### src/rtl/sum_datapath_responder.sv
// sum_datapath_responder
//   Far-end responder for the adder sequencer. Holds the operand RAM, the
//   running-sum accumulator and a bank of per-group sums. It also flags
//   protocol violations and accumulator overflow.
// Ports
//   clk, reset       clock (posedge) and async active-low reset
//   address, rden    sequencer read index / read enable (1-cycle latency)
//   wren             bank sum_out into res[address/GROUP]
//   load             accumulate the fetched word
//   clear            active-low accumulator clear
//   transf           copy accumulator to sum_out
//   ready            end-of-pass strobe, echoed on done one cycle later
//   init_we/addr/data  RAM preload port
//   rd_data, rd_valid  registered read data and its valid flag
//   sum_out, res0..3   transferred sum and banked group sums
//   done, ovf, err_proto  pass-done pulse, sticky overflow, sticky protocol error
module sum_datapath_responder #(
  parameter int unsigned DATA_W = 8,
  parameter int unsigned ACC_W  = 11,
  parameter int unsigned DEPTH  = 32,
  parameter int unsigned GROUP  = 8
) (
  input  logic                      clk,
  input  logic                      reset,
  input  logic [$clog2(DEPTH)-1:0]  address,
  input  logic                      rden,
  input  logic                      wren,
  input  logic                      load,
  input  logic                      clear,
  input  logic                      transf,
  input  logic                      ready,
  input  logic                      init_we,
  input  logic [$clog2(DEPTH)-1:0]  init_addr,
  input  logic [DATA_W-1:0]         init_data,
  output logic [DATA_W-1:0]         rd_data,
  output logic                      rd_valid,
  output logic [ACC_W-1:0]          sum_out,
  output logic [ACC_W-1:0]          res0,
  output logic [ACC_W-1:0]          res1,
  output logic [ACC_W-1:0]          res2,
  output logic [ACC_W-1:0]          res3,
  output logic                      done,
  output logic                      ovf,
  output logic                      err_proto
);

  localparam int unsigned NRES = DEPTH / GROUP;
  localparam int unsigned GW   = $clog2(GROUP);
  localparam int unsigned RW   = $clog2(NRES);

  typedef enum logic [1:0] {
    S_IDLE  = 2'd0,
    S_FETCH = 2'd1,
    S_HOLD  = 2'd2
  } state_t;

  state_t            state_q, state_d;
  logic [DATA_W-1:0] mem_q [DEPTH];
  logic [DATA_W-1:0] rd_data_q, rd_data_d;
  logic              rd_valid_q, rd_valid_d;
  logic [ACC_W-1:0]  acc_q, acc_d;
  logic [ACC_W-1:0]  sum_out_q, sum_out_d;
  logic [ACC_W-1:0]  res_q [NRES];
  logic [ACC_W-1:0]  res_d [NRES];
  logic              done_q, done_d;
  logic              ovf_q, ovf_d;
  logic              err_q, err_d;
  logic [ACC_W:0]    acc_sum;
  logic [RW-1:0]     bank;
  logic              fetched;

  // Operand RAM: preload port only, contents survive reset
  always_ff @(posedge clk) begin
    if (init_we) begin
      mem_q[init_addr] <= init_data;
    end
  end

  // Next-state and datapath
  always_comb begin
    state_d    = state_q;
    rd_data_d  = rd_data_q;
    acc_d      = acc_q;
    sum_out_d  = sum_out_q;
    res_d      = res_q;
    ovf_d      = ovf_q;
    err_d      = err_q;
    done_d     = ready;
    fetched    = (state_q != S_IDLE);
    acc_sum    = (ACC_W+1)'(acc_q) + (ACC_W+1)'(rd_data_q);
    bank       = RW'(address >> GW);

    case (state_q)
      S_IDLE:          if (rden) state_d = S_FETCH;
      S_FETCH, S_HOLD: state_d = rden ? S_HOLD : S_IDLE;
      default:         state_d = S_IDLE;
    endcase
    rd_valid_d = (state_d != S_IDLE);

    // Reads see the RAM before any same-edge preload write
    if (rden) begin
      rd_data_d = mem_q[address];
    end

    if (!clear) begin
      acc_d = '0;
    end else if (load && fetched) begin
      acc_d = acc_sum[ACC_W-1:0];
      if (acc_sum[ACC_W]) ovf_d = 1'b1;
    end

    // Transfer takes the accumulator value before any same-edge load
    if (transf) begin
      sum_out_d = acc_q;
    end

    if (wren) begin
      res_d[bank] = sum_out_q;
    end

    if ((load && !fetched) || (wren && (load || rden)) || (transf && load)) begin
      err_d = 1'b1;
    end
  end

  always_ff @(posedge clk or negedge reset) begin
    if (!reset) begin
      state_q    <= S_IDLE;
      rd_data_q  <= '0;
      rd_valid_q <= 1'b0;
      acc_q      <= '0;
      sum_out_q  <= '0;
      for (int i = 0; i < int'(NRES); i++) res_q[i] <= '0;
      done_q     <= 1'b0;
      ovf_q      <= 1'b0;
      err_q      <= 1'b0;
    end else begin
      state_q    <= state_d;
      rd_data_q  <= rd_data_d;
      rd_valid_q <= rd_valid_d;
      acc_q      <= acc_d;
      sum_out_q  <= sum_out_d;
      res_q      <= res_d;
      done_q     <= done_d;
      ovf_q      <= ovf_d;
      err_q      <= err_d;
    end
  end

  assign rd_data   = rd_data_q;
  assign rd_valid  = rd_valid_q;
  assign sum_out   = sum_out_q;
  assign res0      = res_q[0];
  assign res1      = res_q[1];
  assign res2      = res_q[2];
  assign res3      = res_q[3];
  assign done      = done_q;
  assign ovf       = ovf_q;
  assign err_proto = err_q;

endmodule

### config.mk
export PLATFORM = sky130hd
export DESIGN_NAME = sum_datapath_responder
export DESIGN_NICKNAME = d
export VERILOG_FILES = /design/src/rtl/sum_datapath_responder.sv
export SDC_FILE = /design/constraint.sdc
export NUM_CORES = 1
export LEC_CHECK = 0
export ABC_AREA = 1
export CAP_MARGIN = 20
export CELL_PAD_IN_SITES_DETAIL_PLACEMENT = 1
export CELL_PAD_IN_SITES_GLOBAL_PLACEMENT = 2
export CORE_ASPECT_RATIO = 2
export CORE_MARGIN = 5
export CORE_UTILIZATION = 35
export CTS_CLUSTER_SIZE = 12
export DETAILED_ROUTE_END_ITERATION = 10
export PLACE_DENSITY_LB_ADDON = 0.2
export SLEW_MARGIN = 20
export SYNTH_ARGS = -nofsm -noshare
export SYNTH_HDL_FRONTEND = slang
export SYNTH_SLANG_ARGS = --single-unit
### constraint.sdc
create_clock -name clk -period 1.75 [get_ports clk]
set_clock_uncertainty 0.05 [all_clocks]
set_input_delay 0.525 -clock clk [delete_from_list [all_inputs] [get_ports clk]]
set_output_delay 0.525 -clock clk [all_outputs]
set_load 0.1 [all_outputs]
Fig. 1: run 1, floorplan with the power grid
(1.5 px per um) Pins as bars on the die edge.
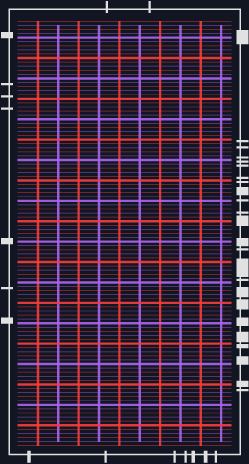
- red: VSS
- purple: VDD
- met4 straps: 10
- met1 rails: 105
- met5 straps: 20
- signal pins: 94
- rows: 104

Fig. 2: run 1, metal 2
(1.5 px per um)
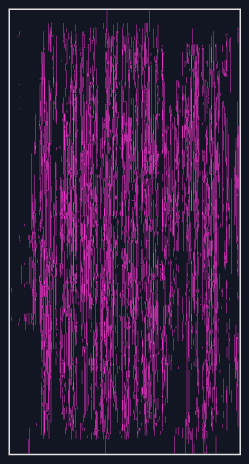
- main direction: vertical
- nets with wire on the layer: 1,321
- wire length on this layer: 27.8 mm
total number of vias: 10.3k
M2 GR Usage: 0.437
Routed WL: 46,700 um

Fig. 3: run 1, clock nets
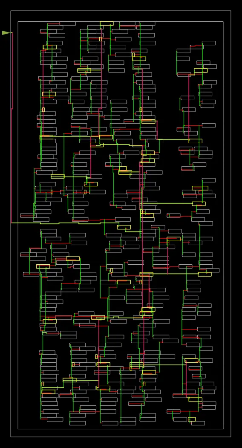
Latency at later pin: 0.53 ns
CTS Buf Count: 35
registers: 336

==> impl_metrics.tcl, run 1 <==
# collected from the flow reports
set metrics [dict create \
    cp_data_required_time_ns 1.17 \
    slew_headroom 0.691 \
    period_used_share 1.10 \
    ys_area_um2 14300 \
    drive_gt1_frac 0.196 \
    grt_antenna_before_repair 0 \
    ys_sh_mux 0 \
    drc 0 \
    violations "negative setup slack" \
    setup_viol 11 \
    clockBufferDepth 3 \
    yosysWarnings 0 \
    grt_pass1_vias 11200 \
    clk_pin_slew_ns 0.06 \
    maxCapViolCount 0 \
    num_antenna_cells 0 \
    io_buffers 93 \
    vias_per_cell 4.87 \
    detail_route.wl_per_cell_um 22.0 \
    gr-total-overflow 0 \
    rows 104 \
    syn_avg_cell_area_um2 10.6 \
    p_leak_nw 7.87 \
    area_delta_synth_final_pct 32.2 \
    edf_count 256 \
    ys_cells 1355 \
    dpl_worst_slack_ns -0.609 \
    r2r-start "rd_data[0]" \
    ir_worst_vdd_mv 0.507 \
    synthAoiAreaFrac 0.0453 \
    chipHeight_um 296 \
    critPathBufInv 2 \
    timing.fmax_ghz 0.520 \
    critPathSlowestCell "dfrtp_4" \
    rrSetupSlack_ns -0.12 \
    ant_nets 0 \
    ys_sh_adder 0.0101 \
    synth.yosys.seq_area_share 0.678 \
    rsz0062_at_grt "yes" \
    die_width_um 153 \
    hold_viol_final 0 \
    grt_max_degree 34 \
    finalWeightedCongestion 0.846 \
    ys_ff 336 \
    dp_hpwl_um 33900 \
    slew_violations 0 \
    crit_fanout 4 \
    fp_util 0.355 \
    crit_chain "buf_6, buf_12" \
    drt_first_pass_iters 4 \
    async_flop_share 0.238 \
    topCombFamilyByArea "simple AND/OR/NAND/NOR gates" \
    hp-class "in -> async" \
    ys_sh_xor 0.00184 \
    cts-root-buf "clkbuf_16" \
    end_kind "output port" \
    cts_sinks 336 \
    simple_gate_area_frac 0.196 \
    p_per_area_nw_per_um2 1220 \
    critPathTopFamily "flip-flops" \
    cts_tree "done" \
    layout_setup_ws_ns -0.172 \
    h-tree-depth 2 \
    crit_type "reg -> out" \
    core_um2 40300 \
    drt-initial-drc-count 519 \
    tightest_slew_ns 0.461 \
    critPathLaunch "rd_data[1]" \
    utilization 0.469 \
    ys.flop_type "edfxtp_1" \
    max_stage_delay_ns 0.52 \
    status "finished with violations" \
    warnings 30 \
    syn_inst 1355 \
    nNetsFinal 1614 \
    synth_area_um2 14300 \
    cp.arrival_ns 1.35 \
    track_usage 0.207 \
    period_needed_ns 1.92 \
    grt_pass1_wl_um 69800 \
    start_kind "flop" \
    syn-num-nets 1393 \
    dieArea_um2 45200 \
    io_pins 94 \
    synth.distinct_cells 34 \
]
run 1: synth_stat cells (4+ instances only):
cell type	instances	share of area
a21oi_1	10	0.0035
buf_2	22	0.0077
buf_4	7	0.0037
buf_6	17	0.013
clkbuf_1	12	0.0031
dfrtp_1	80	0.14
edfxtp_1	256	0.54
ha_1	10	0.0087
inv_1	150	0.039
nand2_1	376	0.099
nand3_1	177	0.062
nor2_1	115	0.030
nor2_2	4	0.0017
o211ai_2	8	0.0070
o21ai_0	72	0.025
o21ai_1	16	0.0056
run 1: cell type report:
cell class                 count  area, um^2
timing repair buffer         245        3160
sequential                   336        9710
inverter                     152         572
fill                        4340       21400
clock inverter                 6        48.8
tap                          530         663
multi-input combinational    806        3760
clock buffer                  49         991
run 1: per-layer routing:
layer / up-vias / track usage / part of all wire
met2: 220 / 0.437 / 0.59
li1: 4913 / - / -
met3: 76 / 0.0232 / 0.028
met4: 0 / 0.0861 / 0.044
met1: 5125 / 0.195 / 0.33
met5: - / 0 / 0
run 1: repair_timing:
action / CTS / global route
resized: 32 / 7
buffers inserted: 9 / 5
endpoints found under the hold margin: 13 / 0
endpoints found under the setup margin: 16 / 16
pin swaps: 13 / 8
hold buffers: 1 / 0
run 1: stage by stage:
stage | setup TNS (ns) | std cells | hold slack (ns) | total power [mW] | cell area [um^2]
floorplan | -0.390 | 1355 | 0.179 | 13.1 | 14400
global placement | -98.82 | 2054 | 0.376 | 16.0 | 17600
detailed placement | -108.93 | 2054 | 0.375 | 16.1 | 17600
CTS | -1.44 | 2119 | 0.370 | 23.3 | 18800
global route | -1.69 | 2124 | 0.407 | 24.0 | 18900
finish | -1.19 | 2124 | 0.392 | 23.1 | 18900
run 1: report_power, final:
group,internal [mW],total (mW),switching (mW)
logic,2.32,6.54,4.22
registers,9.08,9.57,0.483
clock network,4.06,7.04,2.98
total,15.5,23.1,7.68
run 1: worst register-to-register path: stages (launching register included):
cell,delay [ns]
dfrtp_4,0.50
ha_4,0.18
fa_2,0.34
nand2_2,0.08
nand2_2,0.06
o21ai_4,0.07
o211ai_1,0.21
a21oi_1,0.21
nor2_1,0.06
run 1: placed cells by master (no fill, tap or decap), types with 2 or more instances in the layout:
master           count
o21ai_0             68
or2_2                2
buf_6               11
a21oi_2              5
nand2_4              2
o211ai_2             8
nand3_1            175
clkinv_1             6
ha_1                 5
inv_1              148
nand4_1              2
ha_4                 4
dfrtp_4              4
clkbuf_8             2
buf_4              111
nor2_1             115
inv_2                2
clkdlybuf4s50_1     23
xnor2_1              2
dfrtp_2              5
a22o_1               2
nand3_2              2
a21oi_1              5
nand2_2              8
buf_12              98
o21ai_1             19
dfrtp_1             71
nand2_1            368
edfxtp_1           256
clkbuf_16           37
nor2_2               4
clkbuf_1            10
run 1: final timing paths:
path | end | cells after the start
hold / removal | res1[1] | 2
setup reg to reg | acc_q[8] | 8
min in group clk | done | 1
hold reg to reg | acc_q[4] | 2
max in group asynchronous | rd_data[5] | 3
setup / recovery | rd_data[1] | 2
run 1: flip-flops by register name, summed over array words and instances, names as in the netlist, 2 cells and up:
name and count:
mem_q 256, res3 11, res0 11, res2 11, sum_out 11, acc_q 11
state_q 2, res1 11, rd_data 8
==> run 2, diff against run 1 <==
--- a/config.mk
+++ b/config.mk
@@ -14,8 +14,10 @@
 export CORE_UTILIZATION = 35
 export CTS_CLUSTER_SIZE = 12
 export DETAILED_ROUTE_END_ITERATION = 10
+export HOLD_SLACK_MARGIN = 0.1
 export PLACE_DENSITY_LB_ADDON = 0.2
 export SLEW_MARGIN = 20
 export SYNTH_ARGS = -nofsm -noshare
 export SYNTH_HDL_FRONTEND = slang
 export SYNTH_SLANG_ARGS = --single-unit
+export TNS_END_PERCENT = 5
Fig. 4: run 2, metal 2
(1.5 px per um)
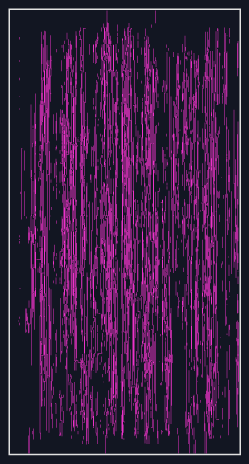
- main direction: vertical
- longest straight run: 130 um

Fig. 5: run 2, cell area per tile
(1.5 px per um) The die is cut into 15 by 30 equal tiles; black is low, pale yellow is high, 0 to 100% covered.
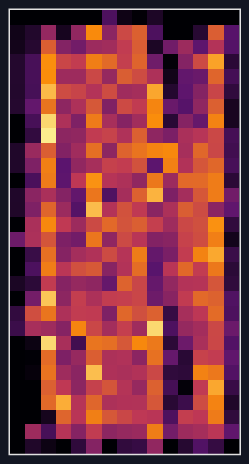
- fullest tile: 96%
- tiles over 75% full: 4.2%
- mean over tiles: 40%
- nearly empty tiles: 8.9%
Core Area: 40,300 um^2
Initial Utilization: 0.355
Layout Utilization: 0.466

==> run 2 against run 1 <==
Compared with the run above: the run still ends with negative setup slack left; combinational power down 3%; count of clock-buffer cells in the layout down 3; worst setup slack better by 0.035 ns; die area unchanged; cell count down 0.28%; fmax up 1.9%; largest power group unchanged.
==> impl_metrics.tcl, run 2 <==
# collected from the flow reports
set metrics [dict create \
    cts_tree "done" \
    io_buffers 93 \
    io_pins 94 \
    yosys.area.top_type_share 0.538 \
    ir_worst_vdd_mv 0.623 \
    rows 104 \
    detail_route.wl_per_cell_um 20.8 \
    place_area_um2 17700 \
    grt_antenna_before_repair 0 \
    swShare 0.330 \
    cp_data_required_time_ns 1.17 \
    most_common_cell "nand2_1" \
    edf_count 256 \
    drc 0 \
    yosys-top-cells-area "edfxtp_1, dfrtp_1, nand2_1" \
    track_usage 0.197 \
    syn_inst 1355 \
    synth.distinct_cells 34 \
    drive_gt1_frac 0.189 \
    setup_viol 11 \
    total_power_mw 22.7 \
    clockBufferDepth 3 \
    final_common_cell "nand2_1" \
    crit_type "reg -> out" \
    clk_pin_slew_ns 0.06 \
    h-tree-depth 2 \
    final_cell_area_um2 18800 \
    nNetsFinal 1612 \
    largest-register "mem_q" \
    maxCapViolCount 0 \
    slew_headroom 0.709 \
    top_area_cell "edfxtp_1" \
    ys_area_um2 14300 \
    grt_max_degree 33 \
    tightest_slew_ns 0.436 \
    yosysWarnings 0 \
    violations "negative setup slack" \
    seqPwrFrac 0.420 \
    post_cts_buffers 0 \
    synth.yosys.seq_area_share 0.678 \
    p_leak_nw 7.88 \
    end_kind "output port" \
    drt_first_pass_iters 4 \
    chipHeight_um 296 \
    yosys-top-cells-count "nand2_1, edfxtp_1, nand3_1, inv_1, nor2_1" \
    grt_pass1_wl_um 66800 \
    vias 10100 \
    synth_area_um2 14300 \
    warnings 30 \
    routed_wl_um 44100 \
    hp-class "in -> reg" \
    dieArea_um2 45200 \
    p_per_area_nw_per_um2 1210 \
    finalWeightedCongestion 0.856 \
    layout_setup_ws_ns -0.137 \
    die_width_um 153 \
    start_kind "flop" \
    status "finished with violations" \
    largest_reg_flops 256 \
    num_antenna_cells 0 \
    clk_latency_ns 0.52 \
    slew_violations 0 \
    area_delta_synth_final_pct 31.4 \
    period_needed_ns 1.89 \
    ant_nets 0 \
    rsz0062_at_grt "yes" \
    lay_top_cells "nand2_1, edfxtp_1, nand3_1" \
    ys_ff 336 \
    drt-initial-drc-count 408 \
    timing.fmax_ghz 0.530 \
    syn-num-nets 1393 \
    syn_avg_cell_area_um2 10.6 \
    cts_sinks 336 \
    gr-total-overflow 0 \
    internal-power_mw 15.2 \
    dp_hpwl_um 32100 \
    vias_per_cell 4.78 \
    cts-root-buf "clkbuf_16" \
    cp.arrival_ns 1.31 \
    ys.flop_type "edfxtp_1" \
    crit_fanout 2 \
    clockPowerShare 0.301 \
    hold_viol_final 0 \
    p_switching_mw 7.49 \
    period_used_share 1.08 \
    ys_cells 1355 \
    grt_pass1_vias 11000 \
    pwr-share-comb 0.279 \
    finalSetupTns_ns -0.631 \
    async_flop_share 0.238 \
    numCtsBuffers 35 \
]
Fig. 6: run 2, sequential cells grouped by signal name
(1.5 px per um) Other sequential cells in the stronger grey, the rest of the logic in the fainter grey.
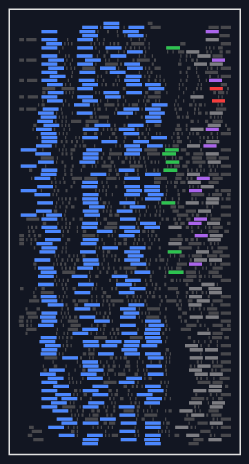
- green: `rd_data` (sequential cells 8)
- purple: `sum_out` (sequential cells 11)
- red: `state_q` (sequential cells 2)
- blue: `mem_q` (sequential cells 256)

[run 2: final timing paths]
kind	start	to	slack (ns)	cells past startpoint
max in group asynchronous	reset	res2[9]	0.68	3
worst min-delay path	ready	done	0.39	1
worst min register to register	acc_q[7]	acc_q[7]	0.47	2
min in group asynchronous	reset	res1[6]	0.41	2
worst max-delay path	rd_data[0]	rd_data[0]	-0.14	2
worst max register to register	rd_data[0]	acc_q[8]	-0.11	8
[run 2: metrics by stage]
step	instances	setup WS (ns)	hold WS [ns]
2_1_floorplan	1355	-0.140	0.179
3_3_place_gp	2066	-0.675	0.407
3_5_place_dp	2066	-0.664	0.413
4_1_cts	2118	-0.170	0.369
5_1_grt	2118	-0.241	0.379
6_report	2118	-0.137	0.393
[run 2: worst max-delay path, cell delays in order (launching register included)]
cell     delay, ns
dfrtp_4       0.50
buf_6         0.13
buf_12        0.15
[run 2: cells by family (layout without fill, tap and decap cells)]
| group | Yosys count | count (layout) | share of synthesized area |
|---|---|---|---|
| simple gates | 679 | 679 | 0.196 |
| fa+ha+maj | 11 | 11 | 0.0101 |
| compound gates | 113 | 113 | 0.0453 |
| buf+inv | 213 | 446 | 0.0695 |
| xor+xnor | 3 | 3 | 0.00184 |
| flops | 336 | 336 | 0.678 |
[run 2: per-layer routing]
| metal | up-vias | track usage | share of wire |
|---|---|---|---|
| met3 | 87 | 0.0242 | 0.029 |
| li1 | 4905 | - | - |
| met1 | 4935 | 0.184 | 0.33 |
| met2 | 203 | 0.414 | 0.59 |
| met4 | 0 | 0.0885 | 0.048 |
| met5 | - | 0 | 0 |
[run 2: timing repair]
action	CTS	global route
endpoints found under the hold margin	21	0
resized	15	11
pin swaps	2	3
hold buffers	1	0
endpoints found under the setup margin	17	22
[run 2: final cells by class]
cell class                 instances  area [um^2]
clock buffer                      46          991
clock inverter                     5         21.3
fill                            4341        21500
inverter                         152          572
multi-input combinational        806         3680
sequential                       336         9700
tap                              530          663
timing repair buffer             243         3160
[run 2: power groups by stage]
stage	Combinational, mW	Sequential (mW)	Clock, mW
6_report	6.34	9.52	6.84
5_1_grt	6.68	9.58	7.36
4_1_cts	6.42	9.53	7.04
3_5_place_dp	6.36	9.68	0
3_3_place_gp	6.27	9.66	0
2_1_floorplan	1.29	11.8	0
==> run 3, diff against run 2 <==
--- a/config.mk
+++ b/config.mk
@@ -15,8 +15,8 @@
 export CTS_CLUSTER_SIZE = 12
 export DETAILED_ROUTE_END_ITERATION = 10
 export HOLD_SLACK_MARGIN = 0.1
-export PLACE_DENSITY_LB_ADDON = 0.2
-export SLEW_MARGIN = 20
+export PLACE_DENSITY = 0.86
+export SLEW_MARGIN = 30
 export SYNTH_ARGS = -nofsm -noshare
 export SYNTH_HDL_FRONTEND = slang
 export SYNTH_SLANG_ARGS = --single-unit
Fig. 7: run 3, cell area per tile
(1.5 px per um) The die is cut into 15 by 30 equal tiles; black is low, pale yellow is high, 0 to 100% covered.
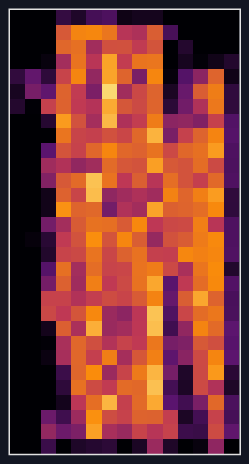
Layout Utilization: 0.461

Fig. 8: run 3, clock nets
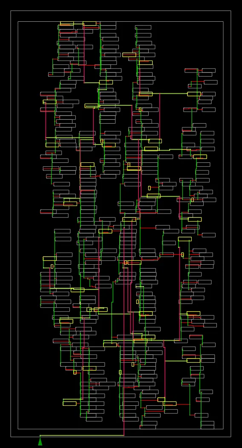
Clock group: 6.64 mW
CTS Buf Count: 34
# clk buffers: 48
Sink Count: 336

Fig. 9: run 3, sequential cells grouped by signal name
(1.5 px per um) Other sequential cells in the stronger grey, the rest of the logic in the fainter grey.
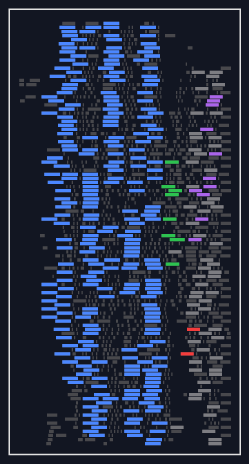
sequential share of cell area: 0.521
register area: 9700 um^2
sequential cell power: 9.56 mW

==> run 3 against run 2 <==
Compared with the run above: the flow still finishes with violations (negative setup slack); hold slack worse by 0.0053 ns; combinational power up 1%; flip-flop count unchanged.
==> impl_metrics.tcl, run 3 <==
# collected from the flow reports
set metrics [dict create \
    status "finished with violations" \
    violations "negative setup slack" \
    io_buffers 93 \
    ys.flop_type "edfxtp_1" \
    clockBufferDepth 3 \
    tightest_slew_ns 0.463 \
    crit_type "reg -> out" \
    io_pins 94 \
    grt_antenna_before_repair 0 \
    largest_reg_flops 256 \
    async_flop_share 0.238 \
    r2r-start "rd_data[0]" \
    area_delta_synth_final_pct 30.1 \
    final_common_cell "nand2_1" \
    die_width_um 153 \
    whs_path_depth 1 \
    drive_gt1_frac 0.184 \
    dp_hpwl_um 32900 \
    syn_avg_cell_area_um2 10.6 \
    lay_top_cells "nand2_1, edfxtp_1, nand3_1" \
    finalWeightedCongestion 0.868 \
    drt_first_pass_iters 5 \
    yosysWarnings 0 \
    ant_nets 0 \
    num_antenna_cells 0 \
    cts_tree "done" \
    grt_max_degree 34 \
    layout_setup_ws_ns -0.145 \
    yosys-top-cells-area "edfxtp_1, dfrtp_1, nand2_1" \
    fillers 4393 \
    rr_endpoint "acc_q[8]" \
    rrSetupSlack_ns -0.11 \
    ys_ff 336 \
    fp_util 0.355 \
    reg2regPathDepth 8 \
    ys_area_um2 14300 \
    timing.fmax_ghz 0.528 \
    setup_viol 12 \
    cp_data_required_time_ns 1.17 \
    drc 0 \
    slew_headroom 0.692 \
    hold_start "ready" \
    period_used_share 1.08 \
    syn_inst 1355 \
    hold_end "done" \
    drt-initial-drc-count 542 \
    hold_viol_final 0 \
    clk_pin_slew_ns 0.06 \
    yosys.area.top_type_share 0.538 \
    ir_worst_vdd_mv 0.634 \
    synth_area_um2 14300 \
    slew_violations 0 \
    cts-root-buf "clkbuf_16" \
    clk_latency_ns 0.53 \
    holdWs_ns 0.387 \
    track_usage 0.202 \
    detail_route.wl_per_cell_um 21.7 \
    nNetsFinal 1603 \
    p_per_area_nw_per_um2 1220 \
    synth.distinct_cells 34 \
    ys_cells 1355 \
]
[run 3: cell counts after synthesis]
Identical to the previous run, type by type.
[run 3: logic make-up after synthesis]
| logic type | Yosys count | share of synthesized area |
|---|---|---|
| xor+xnor | 3 | 0.00184 |
| fa+ha+maj | 11 | 0.0101 |
| simple gates | 679 | 0.196 |
| compound gates | 113 | 0.0453 |
| flops | 336 | 0.678 |
| buf+inv | 213 | 0.0695 |
[run 3: through the flow]
step / TNS [ns] / worst slack (ns) / cells / area, um^2 / power [mW]
detailed placement: -98.89 / -0.711 / 2058 / 17500 / 16.1
floorplan: -0.461 / -0.140 / 1355 / 14300 / 13.1
CTS: -1.15 / -0.163 / 2109 / 18600 / 22.8
global placement: -79.42 / -0.712 / 2058 / 17500 / 15.9
global route: -1.74 / -0.195 / 2109 / 18600 / 23.4
finish: -0.933 / -0.145 / 2109 / 18600 / 22.6
[run 3: timing repair]
action,CTS,global route
pin swaps,2,1
setup buffers,0,0
gates cloned,0,0
endpoints found under the setup margin,16,29
hold buffers,1,0
hold endpoints to repair,28,0
resized,13,12
[run 3: routing by layer]
layer  vias up  GRT usage  share of wire
li1       4888          -              -
met1      5122      0.176           0.31
met2       317      0.420           0.58
met3       138     0.0264          0.037
met4         0      0.126          0.071
met5         -          0              0
[run 3: cell type report]
cell class	instances	area share
flip-flops and latches	336	0.521
multi-input cells	806	0.198
repair buffers	235	0.162
clock buffers	48	0.0514
well taps	530	0.0356
inverters	152	0.0307
clock inverters	2	0.000740
[run 3: worst max-delay path, cell delays in order (launching register included)]
cell	delay (ns)
dfrtp_4	0.50
buf_6	0.13
buf_12	0.15
[run 3: worst max-delay path by stage]
stage	from	endpoint	slack, ns	cells past startpoint
floorplan	rd_data[0]	acc_q[8]	-0.14	8
global placement	address[2]	rd_data[7]	-0.71	7
detailed placement	address[2]	rd_data[7]	-0.71	7
CTS	rd_data[0]	rd_data[0]	-0.16	2
global route	rd_data[0]	acc_q[10]	-0.20	9
finish	rd_data[0]	rd_data[0]	-0.15	2
[run 3: report_power, final]
part	internal [mW]	switching (mW)	leakage, nW
Combinational	2.20	4.22	3.93
Clock	3.77	2.88	0.472
Sequential	9.08	0.479	3.35
Total	15.1	7.57	7.76
Power is estimated from default activity; no workload was simulated.
